Figure 1. Placement by cell class (run 1).
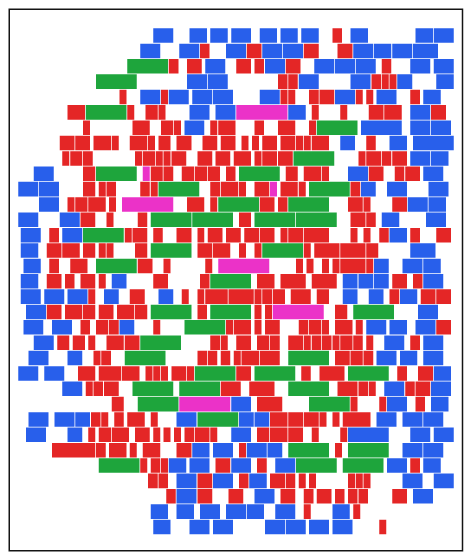
Figure 2. Clock network drawn from the DEF (run 1).
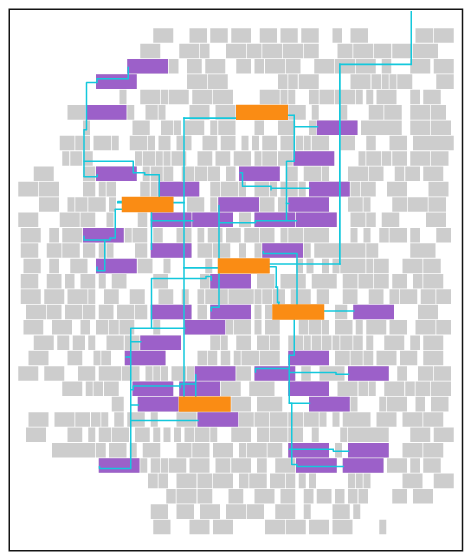
Figure 3. Cell sizes after repair (run 1).
The bar under the picture is 20 um long.
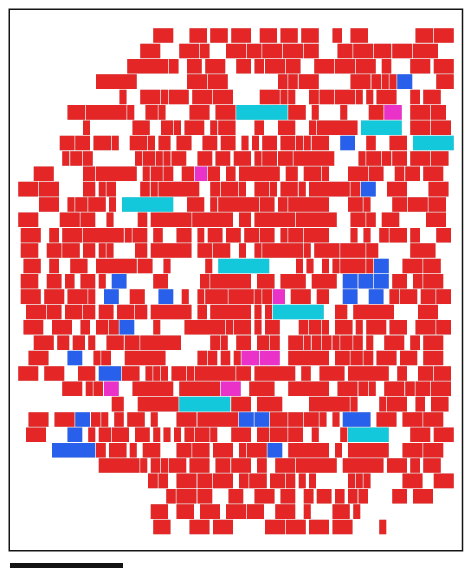
### src/rtl/pc_redirect_ctrl_pkg.sv
// Shared types and widths for the fetch-PC redirect controller.
package pc_ctrl_pkg;

  localparam int ADDR_W  = 32;
  localparam int RETRY_W = 3;
  localparam int FCNT_W  = 4;

  typedef enum logic [1:0] {
    ST_RUN    = 2'd0,
    ST_FLUSH  = 2'd1,
    ST_REPLAY = 2'd2,
    ST_FATAL  = 2'd3
  } state_e;

  // Winning request source in RUN; only consumed by assertions.
  typedef enum logic [2:0] {
    SRC_NONE   = 3'd0,
    SRC_FAULT  = 3'd1,
    SRC_TRAP   = 3'd2,
    SRC_BRANCH = 3'd3,
    SRC_STALL  = 3'd4
  } redir_src_e;

  function automatic logic is_misaligned(input logic [ADDR_W-1:0] addr);
    return addr[1:0] != 2'b00;
  endfunction

endpackage

### src/rtl/pc_redirect_ctrl_checkpoint.sv
// Replay checkpoint: address following the last retired instruction.
module pc_checkpoint
  import pc_ctrl_pkg::*;
#(
  parameter logic [ADDR_W-1:0] RESET_ADDR = 32'h0000_0000
) (
  input  logic              clk,
  input  logic              reset,
  input  logic              i_load,
  input  logic [ADDR_W-1:0] i_commit_pc,
  output logic [ADDR_W-1:0] o_checkpoint
);

  logic [ADDR_W-1:0] r_ckpt;

  // Wraps modulo 2^32 by construction of the adder width.
  always_ff @(posedge clk) begin
    if (reset)       r_ckpt <= RESET_ADDR;
    else if (i_load) r_ckpt <= i_commit_pc + ADDR_W'(4);
  end

  assign o_checkpoint = r_ckpt;

endmodule

### src/rtl/pc_redirect_ctrl.sv
// Fetch-PC sequencer: merges stall/branch/trap/fault into hold/redirect and runs fault recovery.
// Optional macro PC_ALIGN_CHECK_EN turns misaligned branch targets into a trap redirect.
module pc_redirect_ctrl
  import pc_ctrl_pkg::*;
#(
  parameter logic [ADDR_W-1:0] RESET_ADDR   = 32'h0000_0000,
  parameter int                FLUSH_CYCLES = 2,
  parameter int                MAX_RETRY    = 3
) (
  input  logic               clk,
  input  logic               reset,
  input  logic               i_stall_req,
  input  logic               i_branch_taken,
  input  logic [ADDR_W-1:0]  i_branch_target,
  input  logic               i_trap_req,
  input  logic [ADDR_W-1:0]  i_trap_vector,
  input  logic               i_fault_detect,
  input  logic               i_commit_valid,
  input  logic [ADDR_W-1:0]  i_commit_pc,
  output logic               o_pc_hold,
  output logic               o_pc_redirect,
  output logic [ADDR_W-1:0]  o_redirect_addr,
  output logic               o_flush_if_id,
  output logic               o_flush_id_ex,
  output logic               o_recovery_busy,
  output logic [RETRY_W-1:0] o_retry_cnt,
  output logic               o_fatal,
  output logic               o_misalign_flag
);

  state_e             r_state, w_state_nxt;
  logic [RETRY_W-1:0] r_retry, w_retry_nxt;
  logic [FCNT_W-1:0]  r_fcnt,  w_fcnt_nxt;
  logic [ADDR_W-1:0]  w_ckpt;
  redir_src_e         w_src;
  logic               w_misalign;

  pc_checkpoint #(.RESET_ADDR(RESET_ADDR)) u_ckpt (
    .clk          (clk),
    .reset        (reset),
    .i_load       (i_commit_valid && (r_state != ST_FATAL)),
    .i_commit_pc  (i_commit_pc),
    .o_checkpoint (w_ckpt)
  );

  always_comb begin
    w_state_nxt     = r_state;
    w_retry_nxt     = r_retry;
    w_fcnt_nxt      = r_fcnt;
    w_src           = SRC_NONE;
    w_misalign      = 1'b0;
    o_pc_hold       = 1'b0;
    o_pc_redirect   = 1'b0;
    o_redirect_addr = '0;
    o_flush_if_id   = 1'b0;
    o_flush_id_ex   = 1'b0;
    o_recovery_busy = 1'b0;
    o_fatal         = 1'b0;
    unique case (r_state)
      ST_RUN: begin
        if (i_fault_detect) begin
          w_src         = SRC_FAULT;
          o_pc_hold     = 1'b1;
          o_flush_if_id = 1'b1;
          o_flush_id_ex = 1'b1;
          // A same-cycle commit does not clear the count: the fault wins.
          if (r_retry < RETRY_W'(MAX_RETRY)) begin
            w_retry_nxt = r_retry + RETRY_W'(1);
            w_fcnt_nxt  = FCNT_W'(FLUSH_CYCLES - 1);
            w_state_nxt = ST_FLUSH;
          end else begin
            w_state_nxt = ST_FATAL;
          end
        end else begin
          if (i_commit_valid) w_retry_nxt = '0;
          if (i_trap_req) begin
            w_src           = SRC_TRAP;
            o_pc_redirect   = 1'b1;
            o_redirect_addr = i_trap_vector;
            o_flush_if_id   = 1'b1;
            o_flush_id_ex   = 1'b1;
          end else if (i_branch_taken) begin
            w_src           = SRC_BRANCH;
            o_pc_redirect   = 1'b1;
            o_flush_if_id   = 1'b1;
            o_flush_id_ex   = 1'b1;
`ifdef PC_ALIGN_CHECK_EN
            if (is_misaligned(i_branch_target)) begin
              o_redirect_addr = i_trap_vector;
              w_misalign      = 1'b1;
            end else begin
              o_redirect_addr = i_branch_target;
            end
`else
            o_redirect_addr = i_branch_target;
`endif
          end else if (i_stall_req) begin
            w_src     = SRC_STALL;
            o_pc_hold = 1'b1;
          end
        end
      end
      ST_FLUSH: begin
        o_pc_hold       = 1'b1;
        o_flush_if_id   = 1'b1;
        o_flush_id_ex   = 1'b1;
        o_recovery_busy = 1'b1;
        if (r_fcnt == '0) w_state_nxt = ST_REPLAY;
        else              w_fcnt_nxt  = r_fcnt - FCNT_W'(1);
      end
      ST_REPLAY: begin
        o_pc_redirect   = 1'b1;
        o_redirect_addr = w_ckpt;
        o_flush_if_id   = 1'b1;
        o_recovery_busy = 1'b1;
        w_state_nxt     = ST_RUN;
      end
      ST_FATAL: begin
        o_pc_hold     = 1'b1;
        o_flush_if_id = 1'b1;
        o_flush_id_ex = 1'b1;
        o_fatal       = 1'b1;
      end
      default: w_state_nxt = ST_RUN;
    endcase
  end

  always_ff @(posedge clk) begin
    if (reset) begin
      r_state <= ST_RUN;
      r_retry <= '0;
      r_fcnt  <= '0;
    end else begin
      r_state <= w_state_nxt;
      r_retry <= w_retry_nxt;
      r_fcnt  <= w_fcnt_nxt;
    end
  end

  assign o_retry_cnt     = r_retry;
  assign o_misalign_flag = w_misalign;

  always_ff @(posedge clk) begin
    if (!reset) begin
      assert (!(o_pc_hold && o_pc_redirect));
      assert (!((w_src == SRC_STALL || w_src == SRC_FAULT) && o_pc_redirect));
      assert (!(w_src == SRC_TRAP && o_redirect_addr != i_trap_vector));
    end
  end

endmodule

### config.mk
export PLATFORM = sky130hd
export DESIGN_NAME = pc_redirect_ctrl
export DESIGN_NICKNAME = d
export VERILOG_FILES = /design/src/rtl/pc_redirect_ctrl_pkg.sv /design/src/rtl/pc_redirect_ctrl_checkpoint.sv /design/src/rtl/pc_redirect_ctrl.sv
export SDC_FILE = /design/constraint.sdc
export NUM_CORES = 1
export LEC_CHECK = 0
export CORE_ASPECT_RATIO = 1.2
export CORE_UTILIZATION = 41
export CTS_BUF_LIST = sky130_fd_sc_hd__clkbuf_16
export DETAILED_ROUTE_END_ITERATION = 8
export PLACE_DENSITY = 0.84
export SYNTH_ARGS = -nofsm -noshare
export SYNTH_HDL_FRONTEND = slang
export SYNTH_SLANG_ARGS = --single-unit
### constraint.sdc
create_clock -name clk -period 2.98 [get_ports clk]
set_clock_uncertainty 0.1 [all_clocks]
set_input_delay 0.596 -clock clk [delete_from_list [all_inputs] [get_ports clk]]
set_output_delay 0.596 -clock clk [all_outputs]
set_load 0.02 [all_outputs]
==> results.py, run 1 <==
# Metrics from the implementation run
metrics = {
    "status": {
        "status": "finished, final reports clean",
    },
    "layout": {
        "flops": 41,
        "buffer_area_frac": 0.341,
        "nonClockInverterCount": 10,
        "comb.multi_input.count": 325,
        "biggestCellCategory": "combinational gates",
        "clkbuf_count": 5,
    },
    "hold_path": {
        "holdPathEnd": "u_ckpt.o_checkpoint[0]",
        "min-delay-start": "u_ckpt.o_checkpoint[0]",
        "hold_depth": 2,
    },
    "synth": {
        "synth.avg_cell_area_sq_um": 7.26,
        "ys_sh_adder": 0.0418,
        "synth_cell_types": 48,
        "ys_cells": 413,
        "area_leaders": "dfxtp_1, a22oi_1, nand2_1, o21ai_0, nor2_1",
        "ys_seq_elements": 41,
        "yosysTopAreaCell": "dfxtp_1",
        "ys_seq_share": 0.274,
        "synth_area_sq_um": 3000,
        "yosys_warnings": 0,
    },
    "floorplanning": {
        "fp.dieW_um": 80.0,
        "die_area_sq_um": 7660,
    },
    "power": {
        "comb-power_mw": 1.12,
        "ir_drop_mv": 0.394,
    },
    "timing": {
        "drv_slew": 0,
        "clock.fmax_mhz": 355,
        "worstMarginPinSlew_ns": 0.536,
        "period_minus_slack_ns": 2.82,
    },
    "drt": {
        "viasPerCell": 5.81,
        "antenna_left": 0,
        "routed_wl_um": 10000,
        "vias": 3689,
    },
    "global_route": {
        "grt-ovfl-total": 0,
        "grt_pass1_wl_um": 15500,
        "gr-usage-all-layers": 0.260,
    },
    "setup_path": {
        "cp_cell_sequence": "clkdlybuf4s50_1 > nor2b_2 > buf_12 > a22oi_1 > o21ai_0 > dlygate4sd2_1",
        "crit_slowest_cell": "clkdlybuf4s50_1",
        "critPathCaptureType": "primary output",
        "r2r_end": "r_fcnt[3]",
        "worstPathArrival_ns": 2.12,
        "reg2reg_from": "r_state[1]",
        "critPathRequiredTime_ns": 2.28,
    },
    "clock_network": {
        "cts_setup_buffers": 0,
        "cts_buffers": 5,
        "cts_tree": "done",
        "cts-root-buf": "clkbuf_16",
        "ctsHoldBuffers": 0,
    },
}
Back to the opening pictures, Figure 1:
- registers: green (cells 41)
- clock drivers and dummy loads: magenta (cells 7)
- remaining buffers and delay cells: blue (cells 165)
- remaining logic cells: red (cells 335)
Core Footprint: 6940 sq um
row count: 33
final instance area: 4690 sq um
sequential cell area share: 0.175
Final Util: 0.676

Back to the opening pictures, Figure 2:
- flip-flops: purple (count 41)
- clock wires: cyan (length 539 um)
- clock-net drivers: orange (count 5)
- routed clock nets: 6

Back to the opening pictures, Figure 3:
- x1 and smaller: red (cells 511; most used clkdlybuf4s50_1)
- x2: magenta (cells 7; most used or2_2)
- x3 and x4: blue (cells 22; most used buf_4)
- x6 and larger: cyan (cells 8; most used clkbuf_16)

## run 1: layer usage
metal	global-route usage	wire length (um)	vias up
met4	0.104	200	0
met5	0	0	-
met3	0.0517	862	16
li1	-	-	1812
met1	0.307	3990	1699
met2	0.457	4950	162
## run 1: stage by stage
step,cells,area (sq um),setup slack (ns),hold WS (ns),TNS [ns]
floorplan,413,3000,0.444,0.337,0
finish,635,4690,0.161,0.358,0
CTS,635,4680,0.00917,0.364,0
global route,635,4690,0.00591,0.392,0
detailed placement,628,4590,-0.161,0.357,-2.74
global placement,628,4590,-0.152,0.343,-2.06
## run 1: critical path, delay by kind of cell
kind            cells  cell delay [ns]
buf+inv             3             1.02
compound gates      2             0.27
simple gates        1             0.22
Figure 4. Register map, names as in the netlist (run 1).
The bar under the picture is 20 um long. Other cells in gray.
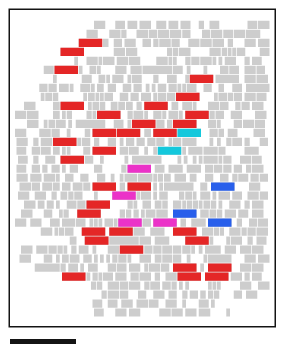

## Run 2: what changed since run 1
Settings changed: CORE_UTILIZATION 41 to 40, PLACE_DENSITY 0.84 to 0.82, SYNTH_HIERARCHICAL set to 1.
Figure 5. Register map, names as in the netlist (run 2).
The bar under the picture is 20 um long. Other cells in gray.
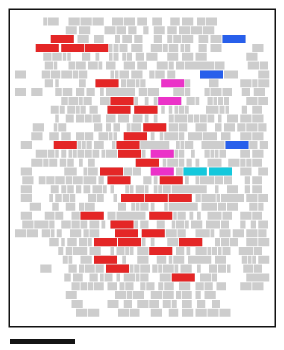
- o_retry_cnt: blue (flops 3)
- r_state: cyan (flops 2)
- r_fcnt: magenta (flops 4)
- u_ckpt/o_checkpoint: red (flops 32)
Final Util: 0.659
Flop area: 821 sq um
sequential cell area share: 0.171

Figure 6. Clock wiring as the flow saved it (run 2).
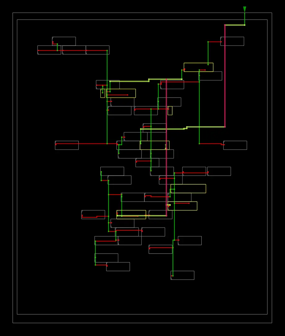
Sink Count: 41
Clk. pwr: 0.598 mW
flop count: 41
CTS Buf Count: 5

==> results.py, run 2 <==
# Metrics from the implementation run
metrics = {
    "status": {
        "status": "finished, final reports clean",
    },
    "power": {
        "comb-power_mw": 1.22,
    },
    "synth": {
        "area_leaders": "dfxtp_1, a22oi_1, o21ai_0, nand2_1, nor2_1",
        "yosys_warnings": 6,
        "synth_area_sq_um": 3030,
        "yosysTopAreaCell": "dfxtp_1",
        "synth.avg_cell_area_sq_um": 7.41,
        "synth_cell_types": 53,
    },
    "global_route": {
        "grt-ovfl-total": 0,
        "globalRouteMet3Util": 0.0404,
        "grt_pass1_wl_um": 16100,
        "gr-usage-met1": 0.315,
        "met2_usage": 0.445,
    },
    "clock_network": {
        "ctsHoldBuffers": 0,
        "cts_tree": "done",
    },
    "placed_design": {
        "placed_area_sq_um": 4670,
    },
    "setup_path": {
        "cp_num_buf_inv": 3,
        "cp_top_family": "buffers and inverters",
        "cp_cell_sequence": "clkdlybuf4s50_1 > nand2b_1 > buf_12 > o21bai_1 > clkdlybuf4s50_1",
        "crit_slowest_cell": "clkdlybuf4s50_1",
        "r2r_end": "r_fcnt[3]",
        "cp.depth": 5,
    },
    "drt": {
        "wl_met2_um": 5160,
        "vias": 3661,
        "wl_met3_um": 702,
        "antenna_left": 0,
        "viasPerCell": 5.70,
    },
    "hold_path": {
        "min-delay-start": "u_ckpt/o_checkpoint[18]",
        "hold_depth": 2,
    },
    "floorplanning": {
        "core_area_sq_um": 7270,
        "die_area_sq_um": 7930,
        "fp.dieW_um": 81.5,
    },
    "layout": {
        "clkbuf_count": 5,
        "biggestCellCategory": "combinational gates",
        "nonClockInverterCount": 8,
        "buffer_area_frac": 0.338,
    },
    "timing": {
        "hold_ws_ns": 0.384,
        "period_minus_slack_ns": 2.88,
    },
}
-- run 2: cell count changes in the layout (fill, tap and decap cells not counted), sizes merged, moves of 3 or more --
| cell | before | now |
|---|---|---|
| and4 | 2 | 5 |
| nand3 | 11 | 14 |
| a2111oi | 0 | 3 |
| buf | 22 | 25 |
| a211oi | 13 | 16 |
| nor2 | 37 | 41 |
| nand2 | 58 | 53 |
| nor4 | 10 | 7 |
| xor2 | 2 | 5 |
-- run 2: cell families (layout without fill, tap and decap cells) --
logic type	after synthesis	after routing
mux	6	6
compound gates	130	130
fa+ha+maj	10	10
flops	41	41
buf+inv	41	184
xor+xnor	12	12
other cells	1	1
simple gates	168	168
-- run 2: what timing repair did --
item,in CTS,in global routing
resized,33,1
pin swaps,0,0
setup endpoints to repair,33,1
hold endpoints to repair,0,0
Power and IR drop assume default switching activity.
